## src/rtl/pipe_stage_skid_pkg.sv

```systemverilog
// Shared types and constants for the skid-buffered pipeline stage register.
package pipe_stage_skid_pkg;

    typedef enum logic [1:0] {
        SKID_EMPTY = 2'd0,
        SKID_ONE   = 2'd1,
        SKID_TWO   = 2'd2
    } skid_state_t;

    // PC value instantiators place in bubble payloads of struct-typed stages.
    localparam logic [63:0] STAGE_BUBBLE_PC = 64'h8000_0000;

endpackage

```

## src/rtl/pipe_stage_skid.sv

```systemverilog
// Generic valid/ready pipeline stage with a 2-entry skid buffer, flush and hold.
// Optional performance counters are enabled by defining PIPE_STAGE_SKID_PERF_EN.
module pipe_stage_skid
    import pipe_stage_skid_pkg::*;
#(
    parameter int unsigned      WIDTH      = 64,
    parameter logic [WIDTH-1:0] BUBBLE_VAL = '0,
    parameter int unsigned      CNT_W      = 32
) (
    input  logic             clk,
    input  logic             reset,
    input  logic             in_valid,
    output logic             in_ready,
    input  logic [WIDTH-1:0] in_data,
    output logic             out_valid,
    input  logic             out_ready,
    output logic [WIDTH-1:0] out_data,
    output logic             out_is_bubble,
`ifdef PIPE_STAGE_SKID_PERF_EN
    output logic [CNT_W-1:0] stall_cnt,
    output logic [CNT_W-1:0] flush_cnt,
    output logic [CNT_W-1:0] full_cnt,
`endif
    input  logic             hold,
    input  logic             flush
);

    skid_state_t      state_reg, state_next;
    logic [WIDTH-1:0] main_reg, main_next;
    logic [WIDTH-1:0] skid_reg, skid_next;
    logic             in_ready_reg;
    logic             accept;
    logic             drain;

    assign out_valid     = (state_reg != SKID_EMPTY);
    assign out_is_bubble = ~out_valid;
    assign out_data      = main_reg;
    assign in_ready      = in_ready_reg;

    assign accept = in_valid & in_ready_reg & ~flush;
    assign drain  = out_valid & out_ready & ~hold;

    always_comb begin
        state_next = state_reg;
        main_next  = main_reg;
        skid_next  = skid_reg;
        if (flush) begin
            state_next = SKID_EMPTY;
            main_next  = BUBBLE_VAL;
            skid_next  = BUBBLE_VAL;
        end else begin
            unique case (state_reg)
                SKID_EMPTY: begin
                    if (accept) begin
                        state_next = SKID_ONE;
                        main_next  = in_data;
                    end
                end
                SKID_ONE: begin
                    if (accept && drain) begin
                        main_next = in_data;
                    end else if (accept) begin
                        state_next = SKID_TWO;
                        skid_next  = in_data;
                    end else if (drain) begin
                        state_next = SKID_EMPTY;
                        main_next  = BUBBLE_VAL;
                    end
                end
                SKID_TWO: begin
                    // in_ready is low here, so only the drain side can move.
                    if (drain) begin
                        state_next = SKID_ONE;
                        main_next  = skid_reg;
                        skid_next  = BUBBLE_VAL;
                    end
                end
                default: begin
                    state_next = SKID_EMPTY;
                    main_next  = BUBBLE_VAL;
                    skid_next  = BUBBLE_VAL;
                end
            endcase
        end
    end

    always_ff @(posedge clk) begin
        if (!reset) begin
            state_reg    <= SKID_EMPTY;
            main_reg     <= BUBBLE_VAL;
            skid_reg     <= BUBBLE_VAL;
            in_ready_reg <= 1'b1;
        end else begin
            state_reg    <= state_next;
            main_reg     <= main_next;
            skid_reg     <= skid_next;
            // Registered from next state so in_ready never sees out_ready/hold combinationally.
            in_ready_reg <= (state_next != SKID_TWO);
        end
    end

`ifdef PIPE_STAGE_SKID_PERF_EN
    logic [CNT_W-1:0] stall_cnt_reg;
    logic [CNT_W-1:0] flush_cnt_reg;
    logic [CNT_W-1:0] full_cnt_reg;

    always_ff @(posedge clk) begin
        if (!reset) begin
            stall_cnt_reg <= '0;
            flush_cnt_reg <= '0;
            full_cnt_reg  <= '0;
        end else begin
            if (out_valid && !drain && !flush)
                stall_cnt_reg <= stall_cnt_reg + 1'b1;
            if (flush && (state_reg != SKID_EMPTY))
                flush_cnt_reg <= flush_cnt_reg + 1'b1;
            if (state_reg == SKID_TWO)
                full_cnt_reg <= full_cnt_reg + 1'b1;
        end
    end

    assign stall_cnt = stall_cnt_reg;
    assign flush_cnt = flush_cnt_reg;
    assign full_cnt  = full_cnt_reg;
`endif

endmodule
```

## config.mk

```make
export PLATFORM = sky130hd
export DESIGN_NAME = pipe_stage_skid
export DESIGN_NICKNAME = d
export VERILOG_FILES = /design/src/rtl/pipe_stage_skid_pkg.sv /design/src/rtl/pipe_stage_skid.sv
export SDC_FILE = /design/constraint.sdc
export NUM_CORES = 1
export LEC_CHECK = 0
export CAP_MARGIN = 20
export CORE_MARGIN = 2
export CORE_UTILIZATION = 48
export CTS_CLUSTER_SIZE = 40
export DETAILED_ROUTE_END_ITERATION = 7
export GPL_TIMING_DRIVEN = 0
export PLACE_DENSITY = 0.84
export SLEW_MARGIN = 5
export SYNTH_ARGS = -nofsm -noshare
export SYNTH_HDL_FRONTEND = slang
export SYNTH_SLANG_ARGS = --single-unit
```

## constraint.sdc

```tcl
create_clock -name clk -period 2.1 [get_ports clk]
set_input_delay 0.315 -clock clk [delete_from_list [all_inputs] [get_ports clk]]
set_output_delay 0.315 -clock clk [all_outputs]
set_load 0.01 [all_outputs]
```

==> flow_summary_export.csv <==
group,metric,value,unit
run_status,run_status,"finished, final reports clean",
timing,drv_slew,0,
power_and_ir_drop,fin_total_pwr,6.04,mW
yosys,synth-edff-count,0,
final_layout,layout.nets,748,
setup_path,reg2reg_from,"state_reg[0]$_SDFF_PN0_",
yosys,xor_area_frac,0,
yosys,synth_top_cell_by_count,"dfxtp_1",
floorplan,core_region_area,0.0104,sq mm
final_layout,logic_area,0.00222,sq mm
power_and_ir_drop,p_leak,2.53,nW
global_routing,grt_max_degree,17,
final_layout,nNonClkInverters,3,
drt,final_antenna_net_count,0,
clocking,htreeDepth,4,
setup_path,worst-r2r-setup-slack,0.20,ns
final_layout,comb_area_share,0.304,
global_routing,use_met2,0.417,
placement,io_buffers,136,
yosys,yosys.cell_types.count,26,
yosys,synth_seq_share,0.509,
yosys,async_reset_ff_frac,0,
yosys,topCellsByArea,"dfxtp_1 (51%), mux2i_1 (12%), a221o_1 (12%)",
global_routing,use_met3,0.0787,
yosys,synth_top_cell_by_area,"dfxtp_1",
power_and_ir_drop,combPwrFrac,0.075,
final_layout,nonClkBufAreaFrac,0.227,
global_routing,antenna_found_initial,0,
timing,max_slew_margin,0.553,
yosys,synth_top_area_share,0.509,
clocking,clkTransAtPathRegs,0.07,ns
setup_path,critical_path.startpoint,"state_reg[0]$_SDFF_PN0_",
clocking,cts_inserted_buffers,17,
setup_path,critPathMaxFanout,4,
==> critical path, stage by stage, from the launching register on <==
cell and delay [ns]:
dfxtp_1 0.33, or2_2 0.31, clkdlybuf4s50_1 0.48
==> worst min path at each step <==
| stage | endpoint | depth (start not counted) |
|---|---|---|
| 2_1_floorplan | skid_reg[0]$_SDFFE_PP0P_ | 2 |
| 3_3_place_gp | skid_reg[11]$_SDFFE_PP0P_ | 2 |
| 3_5_place_dp | skid_reg[44]$_SDFFE_PP0P_ | 2 |
| 4_1_cts | skid_reg[9]$_SDFFE_PP0P_ | 3 |
| 5_1_grt | skid_reg[11]$_SDFFE_PP0P_ | 3 |
| 6_report | skid_reg[9]$_SDFFE_PP0P_ | 3 |
==> timing repair <==
action	4_1_cts	5_1_grt
setup endpoints to repair	1	48
resized	1	4
pin swaps	0	0
hold buffers	0	0
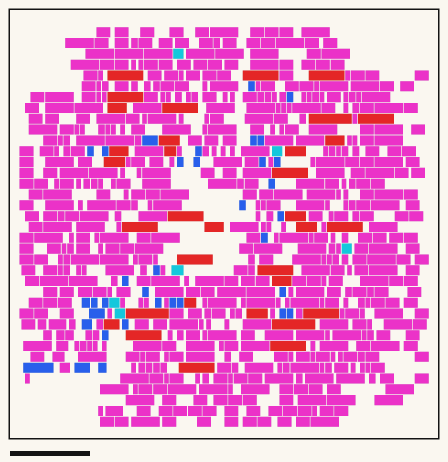
*Drive-strength map*
The bar under the picture is 20 um long.
| colour | size | cells | most used |
|---|---|---|---|
| red | drive 6 and up | 33 | clkbuf_16 |
| blue | drive 2 | 35 | buf_2 |
| magenta | drive 1 or less | 617 | clkdlybuf4s50_1 |
| cyan | drive 3 to 4 | 6 | clkinvlp_4 |
Buffers, non-clock: 184
Final Cell Area: 0.00731 sq mm

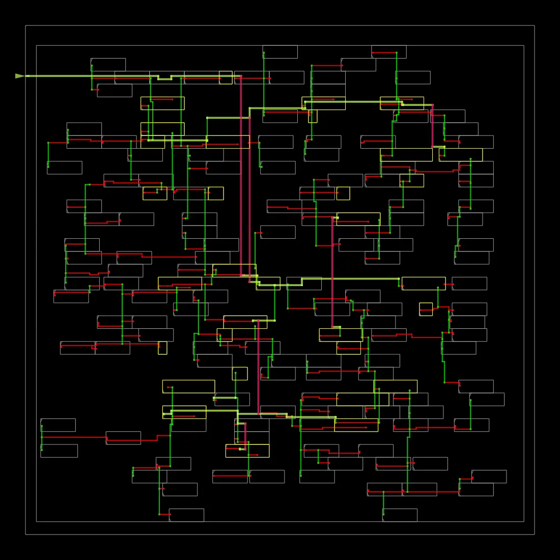
*Clock wiring as the flow saved it*
clk latency late pin: 0.53 ns
skew final: 0.00845 ns
num sequential: 131

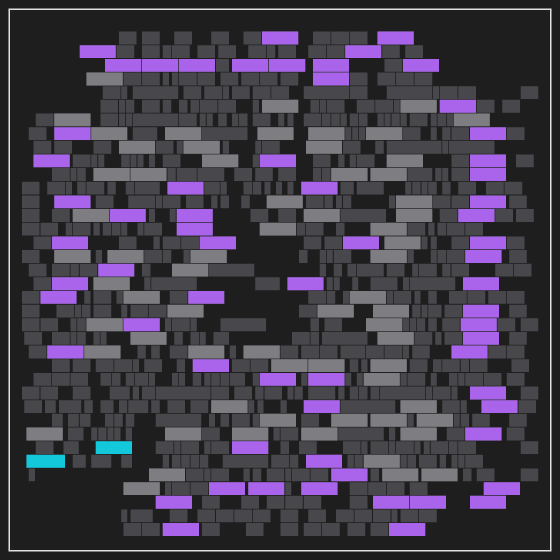
*Sequential cells grouped by signal name*
Other sequential cells in the stronger grey, the rest of the logic in the fainter grey.
| colour | name in the netlist | placed flops |
|---|---|---|
| purple | out_data | 64 |
| cyan | state_reg | 2 |
post-layout util: 0.705
Reg area: 0.00262 sq mm
flop share of the area: 0.359

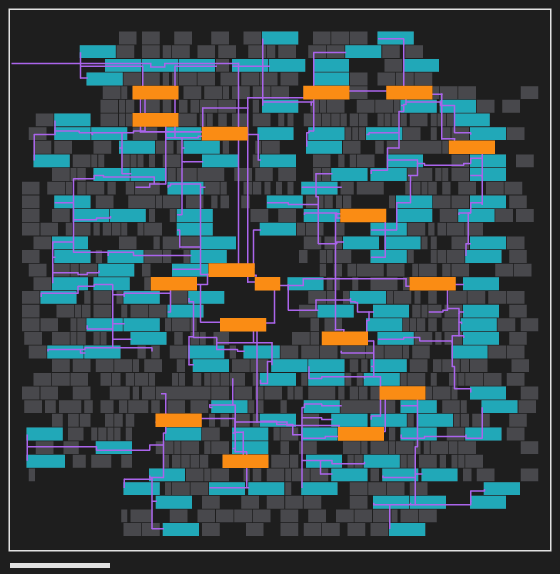
*Clock wires, drivers and flops*
The bar under the picture is 20 um long.
[orange] cells driving clock nets | count: 17
[cyan] flip-flops | count: 131
[purple] clock wires | length: 1,570 um
flops lie: all over the die
routed clock nets: 18
clock network fraction of total power: 0.505
P_clk: 3.05 mW

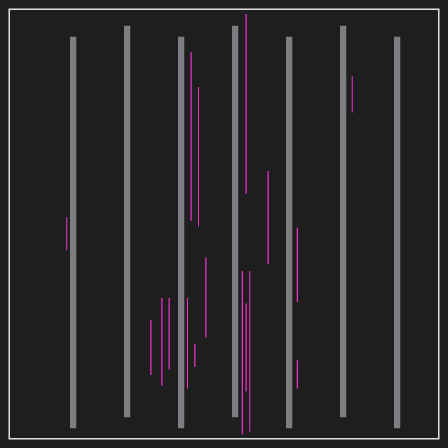
*The metal 4 layer*
Supply wires on this layer in grey.
nets with wire on the layer: 13
wire length on this layer: 390 um
main direction: vertical
final wirelength: 14,400 um
via count: 4,655

No activity file was given, so power comes from the tool's default toggle rates.
